Figure 1. Sequential cells colored by netlist name (run 1).
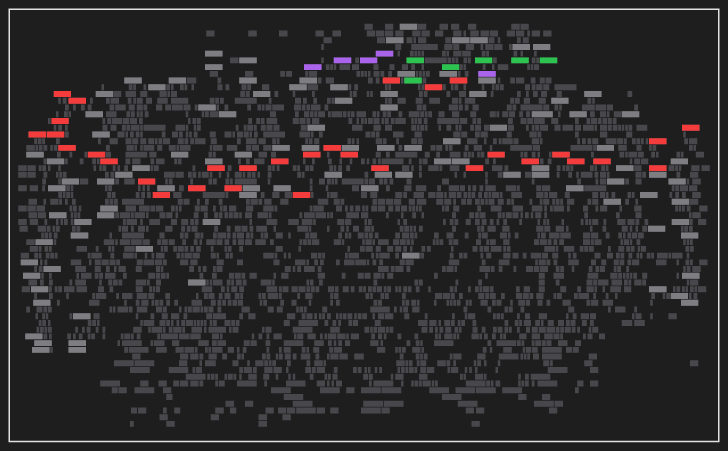
Figure 2. Drive-strength map (run 1).
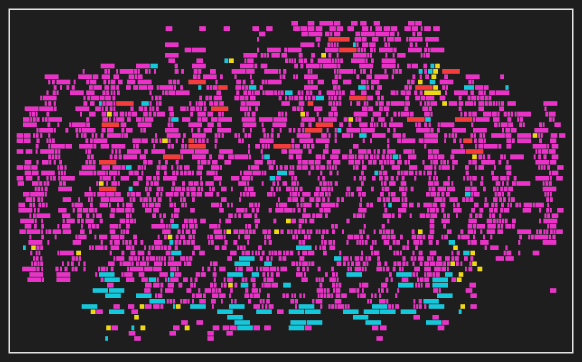
Figure 3. Placed cells, one color a class (run 1).
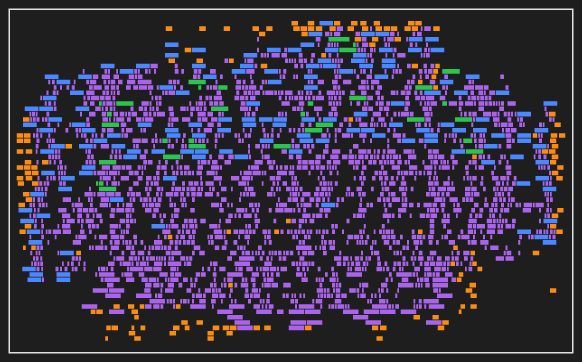
==> config.mk <==
export PLATFORM = sky130hd
export DESIGN_NAME = execute_stage
export DESIGN_NICKNAME = d
export VERILOG_FILES = /design/src/rtl/execute_stage.sv
export SDC_FILE = /design/constraint.sdc
export NUM_CORES = 1
export LEC_CHECK = 0
export CELL_PAD_IN_SITES_DETAIL_PLACEMENT = 0
export CELL_PAD_IN_SITES_GLOBAL_PLACEMENT = 2
export CORE_ASPECT_RATIO = 0.6
export CORE_MARGIN = 3
export CORE_UTILIZATION = 35
export DETAILED_ROUTE_END_ITERATION = 10
export GPL_ROUTABILITY_DRIVEN = 0
export PLACE_DENSITY = 0.94
export SYNTH_ARGS = -nofsm -noshare
export SYNTH_HDL_FRONTEND = slang
export SYNTH_SLANG_ARGS = --single-unit
==> constraint.sdc <==
create_clock -name clk -period 10.7 [get_ports clk]
set_input_delay 1.07 -clock clk [delete_from_list [all_inputs] [get_ports clk]]
set_output_delay 1.07 -clock clk [all_outputs]
set_load 0.005 [all_outputs]
==> job_summary.md <==
## PnR job results

| Metric | Value |
|---|---|
| Vias per cell | approximately 6.3 |
| Syn avg cell area | approximately 7 sq um |
| Seq pwr share | 0.319 |
| Most common cell on crit path | o21ai_0 |
| Slew @ Worst Pin | ~1.0 ns |
| YS chip area | between 0.015 and 0.02 sq mm |
| Clk latency late pin | roughly 0.44 ns |
| Sw Share | 0.374 |
| Final HPWL from detailed placement | approximately 53000 um |
| N_diodes | 0 |
| # Max-Cap Violations | 0 |
| Top cells by count | a21oi_1, nand2_1, nor2_1 |
| Largest net degree at the start of global routing | just under 90 |
| Die Width | around 290 um |
| Final period util | 0.515 |
| Overflow after GRT | 0 |
| Worst min path class | reg2reg |
| Synth cell types | 79 |
| Final Skew | approximately 0.018 ns |
| Endpoint class of the critical path | flip-flop |
| R2R Setup Slk | 6.93 ns |
| Final Slew Violations | 0 |
| Cell area after synthesis | approximately 0.016 sq mm |
| Outcome | complete, no violations |
| CP peak stage delay | between 0.7 and 0.8 ns |
| First-pass DRT Iterations | 6 |
| Clock share of power | 0.337 |
| Final WL | around 70000 um |
| Post CTS Setup Buffer Count | 0 |
| Share of cells above drive strength 1 | 0.0644 |
| Unrepaired setup endpoints after global routing | false |
| IO Pins | ~120 |
| Async S/R FF share, synth | 0 |
| Internal Dissipation | between 1000 and 1500 uW |
| Pwr Density | around 97 mW/mm^2 |
| Sequential fraction of the synthesis area | 0.177 |
| Post-synth EDFFs | 0 |
| Synthesized netlist net count | 2573 |
| Number of buffers created by CTS | 17 |
| Top-count cell post-synth | a21oi_1 |
| Pleak | 0.00719 uW |
| Initial antenna violation count | 3 |
| Commonest Layout Cell | a21oi_1 |
| DR vias | 18700 |
| CP Cell Sequence | buf_2 > buf_4 > inv_2 > fa_1 > nor2b_1 > o21ai_0 > nand4_1 > a21oi_1 > o211ai_1 > a41o_1 > nor4_1 > a211oi_1 > o21ai_0 > o211a_1 |
| Crit Path Category | in2reg |
| Post-CTS Resized | 0 |
| Number of global-route vias before repair | 17100 |
| Initial drt markers | around 2800 |
| Top cells by area | dfxtp_1, a21oi_1, ha_1, nand2_1, nor2_1 |
| Pwr Total | ~1800 uW |
| WHS Path Cells | 2 |
| # port buffers | 116 |
| Fin. Hold Viols | 0 |
| CTS tree | yes |
| Worst endpoint required time | roughly 11 ns |
| Wire per inst | ~24 um |
| Finish-stage setup viols | 0 |
| Worst slew margin | 0.308 |
| Worst Path Max Fanout | between 70 and 80 |
| Root buf cell | clkbuf_16 |
| Hold slack | roughly 0.46 ns |
| Hold_buf cts | 0 |
| Top_reg_cell synth | dfxtp_1 |
| Leading area contributor after synthesis | dfxtp_1 |
| DIE AREA | 0.0498 sq mm |
| Die H | 174 um |
| Clk sinks | ~150 |
| H-tree depth | 4 |
| Sw power | ~670 uW |
| Crit-path slowest cell | nor4_1 |
| CTS Buffer Depth | 2 |
Notes on Figure 1 above:
| signal | color | placed flops |
|---|---|---|
| mul_wb | green | 6 |
| mcand | red | 32 |
| cnt | purple | 5 |
not colored: 103
FF/Latch Area: 0.00293 sq mm
utilization after layout: 0.405
flip-flop and latch power: 573 uW
sequential portion of the cell area: 0.158

Notes on Figure 2 above:
| size | color | cells | share | most used |
|---|---|---|---|---|
| _2 cells | cyan | 90 | 3.8% | mux4_2 |
| _3 and _4 cells | yellow | 39 | 1.7% | buf_4 |
| _6 and larger | red | 23 | 0.97% | clkbuf_16 |
| _0 and _1 cells | magenta | 2209 | 94% | a21oi_1 |
final worst setup slack: 5.19 ns
final instance area: 0.0185 sq mm
Signal buffers: 148
Layout Area Growth over Synthesis: 12.3%

Notes on Figure 3 above:
| class | color | cells | share of their area |
|---|---|---|---|
| clock drivers and dummy loads | green | 32 | 3.3% |
| other buffers and delay cells | orange | 148 | 7.8% |
| combinational and other logic | purple | 2035 | 72% |
| flops | blue | 146 | 17% |
Rows: 60
core area: 0.0456 sq mm

[run 1: area by class of cell]
cell class	instances	area (sq um)
sequential	146	2930
tap	620	776
timing repair buffer	148	1380
inverter	104	392
multi-input combinational	1931	12400
clock inverter	11	101
clock buffer	21	482
fill	4861	27100
[run 1: power groups by stage]
stage,logic (uW),clock network [uW],registers (uW)
3_3_place_gp,583,0,585
4_1_cts,591,618,573
5_1_grt,655,641,574
6_report,618,606,573
3_5_place_dp,587,0,585
2_1_floorplan,366,0,579
[run 1: per-layer routing]
| metal | wire, um | global-route usage |
|---|---|---|
| met1 | 31600 | 0.400 |
| met2 | 27500 | 0.376 |
| met3 | 9640 | 0.0962 |
| met4 | 2010 | 0.0741 |
| met5 | 41 | 0 |
[run 1: critical path, delay by kind of cell]
kind,cells,cell delay (ns)
AND/OR/NAND/NOR,3,1.16
AND-OR/OR-AND,7,1.88
buffers and inverters,3,1.19
adder cells (fa/ha/maj),1,0.57
[run 1: cell families (layout without fill, tap and decap cells)]
group | count (synthesis) | count (layout) | share of synthesized area
compound gates | 819 | 819 | 0.305
simple gates | 813 | 813 | 0.216
buf+inv | 283 | 284 | 0.0684
flops | 146 | 146 | 0.177
fa+ha+maj | 136 | 136 | 0.105
mux | 124 | 124 | 0.108
xor+xnor | 39 | 39 | 0.0207
[run 1: through the flow]
| stage | instance area, sq um | std cells |
|---|---|---|
| global route | 18500 | 2981 |
| finish | 18500 | 2981 |
| CTS | 18500 | 2981 |
| detailed placement | 17900 | 2949 |
| floorplan | 16500 | 2360 |
| global placement | 17900 | 2949 |
No activity file was given, so power comes from the tool's default toggle rates.
